`src/rtl/hazard_ctrl.sv`:
```
`default_nettype none
// ============================================================================
//  Module   : hazard_ctrl
//  Purpose  : Pipeline hazard unit for a 5-stage MIPS-style core. Detects
//             load-use and branch-operand hazards, tracks the multi-cycle
//             multiply/divide unit, and drives PC / IF/ID / ID/EX controls.
//  Ports    : clk        - rising-edge clock
//             reset      - asynchronous, active-low reset
//             Instr_ID   - instruction in ID
//             Instr_Ex   - instruction in EX
//             flush      - squash IF/ID and ID/EX this cycle
//             en_PC      - PC write enable
//             en_IF_ID   - IF/ID write enable
//             clr_IF_ID  - IF/ID synchronous clear
//             clr_ID_EX  - ID/EX clear (bubble insert)
//             md_busy    - multiply/divide unit occupied
//             md_cnt     - BUSY cycles remaining after the current one
//             stall_cnt  - saturating count of stall cycles since reset
//  Revision : 1.0 - initial release
// ============================================================================
module hazard_ctrl #(
    parameter int MULT_CYC = 5,   // 2..15
    parameter int DIV_CYC  = 10   // 2..15
) (
    input  logic        clk,
    input  logic        reset,
    input  logic [31:0] Instr_ID,
    input  logic [31:0] Instr_Ex,
    input  logic        flush,
    output logic        en_PC,
    output logic        en_IF_ID,
    output logic        clr_IF_ID,
    output logic        clr_ID_EX,
    output logic        md_busy,
    output logic [3:0]  md_cnt,
    output logic [15:0] stall_cnt
);

    // The op in EX is already the first busy cycle, and the BUSY state ends
    // on the cycle md_cnt reads zero, hence the "-2".
    localparam logic [3:0] c_MULT_LOAD = 4'(MULT_CYC - 2);
    localparam logic [3:0] c_DIV_LOAD  = 4'(DIV_CYC - 2);

    typedef enum logic [0:0] {
        S_IDLE = 1'b0,
        S_BUSY = 1'b1
    } state_t;

    state_t      r_state;
    logic [3:0]  r_md_cnt;
    logic [15:0] r_stall_cnt;

    // ------------------------------------------------------------------
    // Field decode
    // ------------------------------------------------------------------
    logic [5:0] w_op_id, w_funct_id, w_op_ex, w_funct_ex;
    logic [4:0] w_rs_id, w_rt_id, w_rt_ex, w_rd_ex;

    assign w_op_id    = Instr_ID[31:26];
    assign w_rs_id    = Instr_ID[25:21];
    assign w_rt_id    = Instr_ID[20:16];
    assign w_funct_id = Instr_ID[5:0];
    assign w_op_ex    = Instr_Ex[31:26];
    assign w_rt_ex    = Instr_Ex[20:16];
    assign w_rd_ex    = Instr_Ex[15:11];
    assign w_funct_ex = Instr_Ex[5:0];

    // Fields the hazard logic never looks at.
    logic w_unused;
    assign w_unused = ^{Instr_ID[15:6], Instr_Ex[25:21], Instr_Ex[10:6]};

    // ------------------------------------------------------------------
    // Instruction classification
    // ------------------------------------------------------------------
    logic w_rtype_id, w_rtype_ex;
    logic w_md_op_ex, w_mult_ex, w_md_op_id, w_hilo_op_id;
    logic w_load_ex, w_reads_rs, w_reads_rt, w_load_use;
    logic w_branch_id, w_br_dep;
    logic [4:0] w_dest_ex;

    assign w_rtype_id = (w_op_id == 6'h00);
    assign w_rtype_ex = (w_op_ex == 6'h00);

    assign w_md_op_ex = w_rtype_ex && (w_funct_ex inside {6'h18, 6'h19, 6'h1A, 6'h1B});
    assign w_mult_ex  = w_rtype_ex && (w_funct_ex inside {6'h18, 6'h19});
    assign w_md_op_id = w_rtype_id && (w_funct_id inside {6'h18, 6'h19, 6'h1A, 6'h1B});

    // mfhi/mthi/mflo/mtlo plus any new mult/div touch HI/LO.
    assign w_hilo_op_id = (w_rtype_id && (w_funct_id inside {6'h10, 6'h11, 6'h12, 6'h13}))
                        || w_md_op_id;

    // A load to $0 produces nothing worth waiting for.
    assign w_load_ex = (w_op_ex inside {6'h20, 6'h21, 6'h23, 6'h24, 6'h25})
                     && (w_rt_ex != 5'd0);

    // j/jal/lui and the shift-by-immediate R-types carry junk in rs.
    assign w_reads_rs = !((w_op_id inside {6'h02, 6'h03, 6'h0F})
                        || (w_rtype_id && (w_funct_id inside {6'h00, 6'h02, 6'h03})));
    assign w_reads_rt = w_rtype_id || (w_op_id inside {6'h04, 6'h05, 6'h28, 6'h29, 6'h2B});

    assign w_load_use = w_load_ex
                      && ((w_reads_rs && (w_rs_id == w_rt_ex))
                       || (w_reads_rt && (w_rt_id == w_rt_ex)));

    // Branches resolve in ID, so an ALU result still in EX cannot be
    // forwarded in time.
    assign w_branch_id = (w_op_id inside {6'h04, 6'h05})
                       || (w_rtype_id && (w_funct_id inside {6'h08, 6'h09}));

    always_comb begin
        w_dest_ex = 5'd0;
        if (w_rtype_ex && !w_md_op_ex
            && !(w_funct_ex inside {6'h08, 6'h11, 6'h13})) begin
            w_dest_ex = w_rd_ex;
        end else if (w_op_ex inside {[6'h08:6'h0F]}) begin
            w_dest_ex = w_rt_ex;
        end
    end

    assign w_br_dep = w_branch_id && (w_dest_ex != 5'd0)
                    && ((w_reads_rs && (w_rs_id == w_dest_ex))
                     || (w_reads_rt && (w_rt_id == w_dest_ex)));

    // ------------------------------------------------------------------
    // Stall / flush resolution
    // ------------------------------------------------------------------
    logic w_md_busy, w_md_stall, w_stall;

    assign w_md_busy  = (r_state == S_BUSY) || w_md_op_ex;
    assign w_md_stall = w_md_busy && w_hilo_op_id;
    assign w_stall    = w_load_use || w_br_dep || w_md_stall;

    always_comb begin
        en_PC     = 1'b1;
        en_IF_ID  = 1'b1;
        clr_IF_ID = 1'b0;
        clr_ID_EX = 1'b0;
        if (flush) begin
            clr_IF_ID = 1'b1;
            clr_ID_EX = 1'b1;
        end else if (w_stall) begin
            en_PC     = 1'b0;
            en_IF_ID  = 1'b0;
            clr_ID_EX = 1'b1;
        end
    end

    // ------------------------------------------------------------------
    // Multiply/divide occupancy FSM. flush does not cancel an op that
    // has already left EX.
    // ------------------------------------------------------------------
    always_ff @(posedge clk or negedge reset) begin
        if (!reset) begin
            r_state  <= S_IDLE;
            r_md_cnt <= 4'd0;
        end else begin
            case (r_state)
                S_IDLE: begin
                    if (w_md_op_ex) begin
                        r_state  <= S_BUSY;
                        r_md_cnt <= w_mult_ex ? c_MULT_LOAD : c_DIV_LOAD;
                    end
                end
                S_BUSY: begin
                    if (r_md_cnt == 4'd0) begin
                        r_state <= S_IDLE;
                    end else begin
                        r_md_cnt <= r_md_cnt - 4'd1;
                    end
                end
                default: begin
                    r_state  <= S_IDLE;
                    r_md_cnt <= 4'd0;
                end
            endcase
        end
    end

    // ------------------------------------------------------------------
    // Stall statistics (flushed cycles are not stalls)
    // ------------------------------------------------------------------
    always_ff @(posedge clk or negedge reset) begin
        if (!reset) begin
            r_stall_cnt <= 16'd0;
        end else if (w_stall && !flush && (r_stall_cnt != 16'hFFFF)) begin
            r_stall_cnt <= r_stall_cnt + 16'd1;
        end
    end

    assign md_busy   = w_md_busy;
    assign md_cnt    = r_md_cnt;
    assign stall_cnt = r_stall_cnt;

endmodule
`default_nettype wire

```
`config.mk`:
```
export PLATFORM = sky130hd
export DESIGN_NAME = hazard_ctrl
export DESIGN_NICKNAME = d
export VERILOG_FILES = /design/src/rtl/hazard_ctrl.sv
export SDC_FILE = /design/constraint.sdc
export NUM_CORES = 1
export LEC_CHECK = 0
export CAP_MARGIN = 20
export CORE_MARGIN = 2
export CORE_UTILIZATION = 44
export CTS_CLUSTER_DIAMETER = 200
export DETAILED_ROUTE_END_ITERATION = 10
export PLACE_DENSITY = 0.87
export SYNTH_ARGS = -nofsm -noshare
export SYNTH_HDL_FRONTEND = slang
export SYNTH_SLANG_ARGS = --single-unit
export TNS_END_PERCENT = 1
```
`constraint.sdc`:
```
create_clock -name clk -period 6.7 [get_ports clk]
set_input_delay 1.675 -clock clk [delete_from_list [all_inputs] [get_ports clk]]
set_output_delay 1.675 -clock clk [all_outputs]
set_load 0.01 [all_outputs]
```
Ports around the boundary:
Pins as bars across the die edge, other pins in gray.
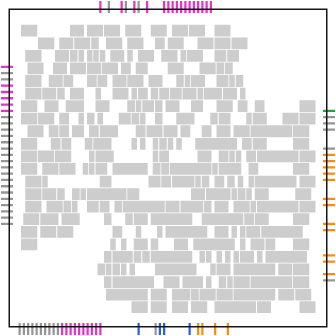
md_cnt -> blue  # pins 4, direction output, edge south
stall_cnt -> orange  # pins 16, direction output, edge 12 east, 4 south
Instr_ID -> magenta  # pins 32, direction input, edge 16 north, 10 south, 6 west
en_IF_ID -> green  # pins 1, direction output, edge east
all pins by edge = 29 south, 26 west, 19 north, 18 east

Sequential cells colored by netlist name:
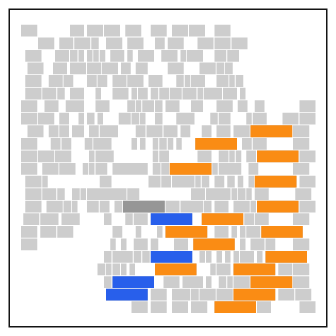
stall_cnt -> orange  # placed flops 16
md_cnt -> blue  # placed flops 4, where south

==> summary.rpt <==
==== FLOW RESULTS ====
----------------------------------------------------
[Cells and area]
  Relative area of clock buffers and inverters in the final design ........................ 1.759%
  Share of cells above drive strength 1 ........................ 7.509%
  Flop area ........................ 525.5 um^2
  Logic area ........................ 1197 um^2
  Top cell class by occupied area ........................ multi-input combinational cells
  Share of cell area taken by flip-flops and latches ........................ 19.96%

[Run status]
  Result of the run ........................ completed

[Logic synthesis]
  Post-synthesis instance area ........................ 1826 um^2
  Dominant synthesized flop cell ........................ dfrtp_1
  Register bit count reported by yosys ........................ 21
  Simple-gate area share of the yosys netlist ........................ 33.72%

[Clock tree]
  Clock slew at the register clock pins of the worst setup and hold paths ........................ 0.08 ns

[Routing]
  Count of nets left with antenna violations after detail routing ........................ 0
  Via total after detailed routing ........................ 1,958
  M1 wire length ........................ 2016 um
  DR top layer ........................ met4
  Total wire length after detailed routing ........................ 4746 um
  Met3 layer wire length in the routed design ........................ 312 um

[Floorplan]
  Floorplan row count ........................ 23
  Total Die Area ........................ 4680 um^2
  Effective utilization at floorplan ........................ 45.64%

[Worst setup path]
  Largest fanout on the critical path ........................ 6
  Critical Path End Type ........................ output port
  Worst setup path endpoint ........................ clr_ID_EX

[GRT]
  Global-route met2 utilization ........................ 33.41%
  Grt peak-use layer ........................ met2

[Hold path]
  Worst hold path startpoint ........................ stall_cnt[8]

[Power and ir drop]
  Switching power summed over all nets ........................ 0.1102 mW

[Final timing]
  Transition time at the pin with the least slew margin ........................ 0.9120 ns

[Placed design]
  DPL Wire Length ........................ 3973 um

----------------------------------------------------
The clock network:
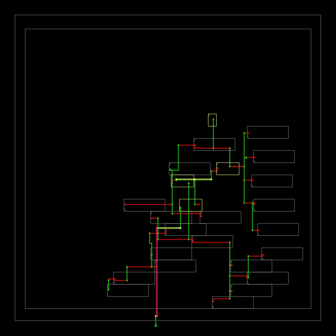
CTS Sinks: 21
worst skew pair latency: 0.26 ns
clock buffers created by TritonCTS: 3
clock buffer count: 3
Clock group: 0.0822 mW

Power and IR drop assume default switching activity.
